--- src/rtl/adc_scan_fsm.sv ---
// adc_scan_fsm: multi-channel SPI ADC scanner with pipelined addressing and a valid/ready result port
module adc_scan_fsm #(
    parameter int DIV_W      = 16,
    parameter int NUM_CH     = 8,
    parameter int CH_W       = 3,
    parameter int FRAME_BITS = 16,
    parameter int ADDR_POS   = 2,
    parameter int DATA_W     = 12
) (
    input  logic              clk,
    input  logic              rst,
    input  logic [DIV_W-1:0]  clk_scaler,
    input  logic [NUM_CH-1:0] ch_mask,
    input  logic              continuous,
    input  logic              start,
    output logic              busy,
    output logic              sclk,
    output logic              cs_n,
    output logic              mosi,
    input  logic              miso,
    output logic              res_valid,
    input  logic              res_ready,
    output logic [DATA_W-1:0] res_data,
    output logic [CH_W-1:0]   res_ch,
    output logic              irq,
    output logic              overrun
);
    localparam int TW = $clog2(2 * FRAME_BITS);

    typedef enum logic [1:0] {IDLE, SETUP, SHIFT, HOLD} state_t;
    state_t state, state_nx;

    logic [DIV_W-1:0]  div, scaler_q;
    logic [NUM_CH-1:0] mask_q;
    logic [TW-1:0]     tcnt;
    logic [CH_W-1:0]   cur, dch, nxt_ch;
    logic [DATA_W-1:0] shreg;
    logic prime, fin, ld, has_nxt, mosi_bit;
    logic tick, accept, last_tick, frame_end, restart;

    function automatic logic [CH_W-1:0] first_of(input logic [NUM_CH-1:0] m);
        first_of = '0;
        for (int i = NUM_CH - 1; i >= 0; i--)
            if (m[i]) first_of = CH_W'(i);
    endfunction

    assign busy      = state != IDLE;
    assign tick      = busy && div == scaler_q;
    assign accept    = state == IDLE && start && |ch_mask;
    assign last_tick = state == SHIFT && tick && tcnt == TW'(2 * FRAME_BITS - 1);
    assign frame_end = state == HOLD && tick && tcnt == TW'(1);
    assign restart   = frame_end && fin && continuous && |ch_mask;

    always_comb begin
        nxt_ch   = '0;
        has_nxt  = 1'b0;
        mosi_bit = 1'b0;
        for (int i = 0; i < NUM_CH; i++)
            if (mask_q[i] && CH_W'(i) > cur && !has_nxt) begin
                nxt_ch  = CH_W'(i);
                has_nxt = 1'b1;
            end
        for (int i = 0; i < CH_W; i++)
            if (32'(tcnt[TW-1:1]) == ADDR_POS + i) mosi_bit = cur[CH_W-1-i];
        state_nx = accept                  ? SETUP :
                   (state == SETUP && tick) ? SHIFT :
                   last_tick               ? HOLD  :
                   frame_end               ? ((fin && !restart) ? IDLE : SETUP) : state;
    end

    always_ff @(posedge clk) state <= rst ? IDLE : state_nx;

    always_ff @(posedge clk) begin
        if (rst) begin
            div       <= '0;
            scaler_q  <= '0;
            mask_q    <= '0;
            tcnt      <= '0;
            cur       <= '0;
            dch       <= '0;
            shreg     <= '0;
            prime     <= 1'b0;
            fin       <= 1'b0;
            ld        <= 1'b0;
            sclk      <= 1'b1;
            cs_n      <= 1'b1;
            mosi      <= 1'b0;
            res_valid <= 1'b0;
            res_data  <= '0;
            res_ch    <= '0;
            irq       <= 1'b0;
            overrun   <= 1'b0;
        end else begin
            div <= (!busy || tick) ? '0 : div + DIV_W'(1);
            if (accept || restart) begin
                mask_q   <= ch_mask;
                scaler_q <= clk_scaler;
                cur      <= first_of(ch_mask);
                prime    <= 1'b1;
                fin      <= 1'b0;
            end else if (frame_end) begin
                dch   <= cur;
                prime <= 1'b0;
                cur   <= has_nxt ? nxt_ch : first_of(mask_q);
                fin   <= !has_nxt;
            end
            if (tick) begin
                tcnt <= (state == SETUP || last_tick) ? '0 : tcnt + TW'(1);
                if (state == SETUP) cs_n <= 1'b0;
                if (state == HOLD) cs_n <= 1'b1;
                if (state == SHIFT) sclk <= tcnt[0];
                if (state == SHIFT && !tcnt[0]) mosi <= mosi_bit;
                if (state == SHIFT && tcnt[0]) shreg <= {shreg[DATA_W-2:0], miso};
            end
            // the result is taken one cycle after the final rising-edge sample
            ld        <= last_tick && !prime;
            res_valid <= ld || (res_valid && !res_ready);
            irq       <= ld && fin;
            overrun   <= ld && res_valid && !res_ready;
            if (ld) begin
                res_data <= shreg;
                res_ch   <= dch;
            end
        end
    end
endmodule

--- config.mk ---
export PLATFORM = sky130hd
export DESIGN_NAME = adc_scan_fsm
export DESIGN_NICKNAME = d
export VERILOG_FILES = /design/src/rtl/adc_scan_fsm.sv
export SDC_FILE = /design/constraint.sdc
export NUM_CORES = 1
export LEC_CHECK = 0
export CELL_PAD_IN_SITES_DETAIL_PLACEMENT = 0
export CELL_PAD_IN_SITES_GLOBAL_PLACEMENT = 1
export CORE_MARGIN = 5
export CORE_UTILIZATION = 42
export CTS_CLUSTER_DIAMETER = 80
export DETAILED_ROUTE_END_ITERATION = 12
export PLACE_DENSITY = 0.79
export SLEW_MARGIN = 20
export SYNTH_ARGS = -nofsm -noshare
export SYNTH_HDL_FRONTEND = slang
export SYNTH_SLANG_ARGS = --single-unit
--- constraint.sdc ---
create_clock -name clk -period 2.7 [get_ports clk]
set_clock_uncertainty 0.1 [all_clocks]
set_input_delay 0.27 -clock clk [delete_from_list [all_inputs] [get_ports clk]]
set_output_delay 0.27 -clock clk [all_outputs]
set_load 0.01 [all_outputs]
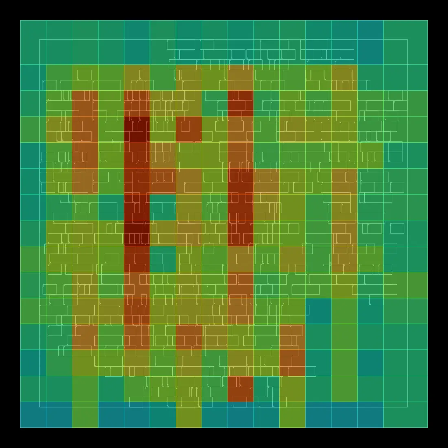
Fig. 1. Congestion heat map.
total global routing track utilization: 15.1%
global route hottest layer: met2
final core area utilization: 50.8%
WL per Instance: 13.4 um
M2 GR Usage: 22.7%

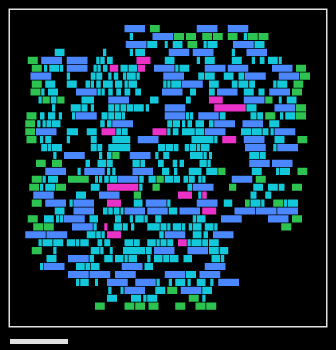
Fig. 2. Cells coloured by class.
Scale bar: 20 um.
- clock drivers and dummy loads: magenta (cells 16; share of their area 4.6%)
- combinational and other logic: cyan (cells 319; share of their area 45%)
- flops: blue (cells 89; share of their area 38%)
- other buffers and delay cells: green (cells 61; share of their area 13%)

==> GITHUB_STEP_SUMMARY <==
### Metrics collected by this job

| Metric | Value |
|---|---|
| Multi-input logic portion of the cell area | 42.2% |
| Net Switching | 675 uW |
| Number of buffers inserted by hold repair at cts | 0 |
| Clk Latency, worst-skew pair | 0.36 ns |
| Syn_nets | 464 |
| Commonest cells in the netlist | dfxtp_1 (89), nor2_1 (75), mux2i_1 (55) |
| Area grow syn2layout | 19.9% |
| Global placer's final weighted congestion | 0.807 |
| Wl on met1 | 4140 um |
| Io pins | 52 |
| WHS Path Cells | 2 |
| IR drop worst, VDD | 257 uV |
| Maximum number of pins on one net before global-route repair | 43 |
| Switching share of power | 25.0% |
| FF+latch count | 89 |
| Initial cell density of the core | 42.4% |
| Number of port buffers | 51 |
| Sequential-cell power consumption | 1390 uW |
| Standard cell with the maximum stage delay on the critical path | dfxtp_1 |
| Die Y | 108 um |
| Power Dens Cells | 555 mW/mm2 |
| Setup TNS | 0 ns |
| Number of signal-net inverters in the final layout | 15 |
| WL final | 8270 um |
| Largest fanout of any net on the critical path | 17 |
| Worst setup path startpoint | div[2] |
| Count of library flops with an enable pin | 0 |
| Mean area per synthesized cell | 9.45 um2 |
| Antenna Cells | 0 |
| Run status | completed |
| Top logic cell by instance count in the layout | dfxtp_1 |
| Final tally of setup violations | 0 |
| Class of the most critical setup path | flip-flop to flip-flop |
| Time the final worst path needs with I/O delays and setup | 2.34 ns |
| Total area of multi-input combinational cells | 0.00206 mm2 |
| Overall power consumption | 2700 uW |
| Number of antenna violations at the first check in global routing | 0 |
| DRC Markers | 0 |
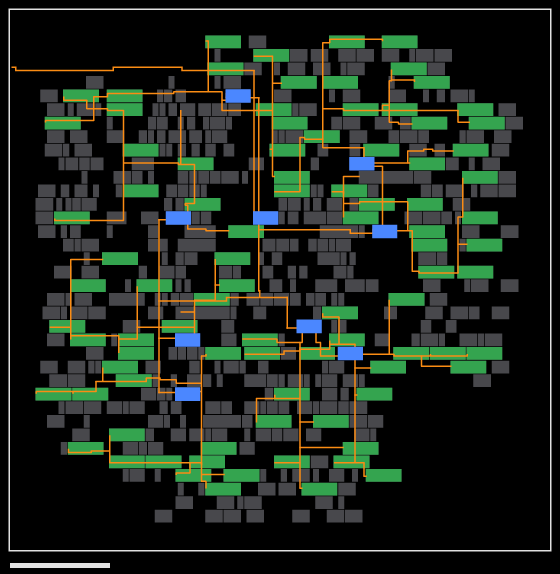
Fig. 3. Routed clock nets over the placement.
Scale bar: 20 um.
- flip-flops: green (count 89)
- clock wires: orange (length 1080 um)
- clock drivers: blue (count 9)
- flops lie: all over the die
- routed clock nets: 10

Power is estimated from default activity; no workload was simulated.
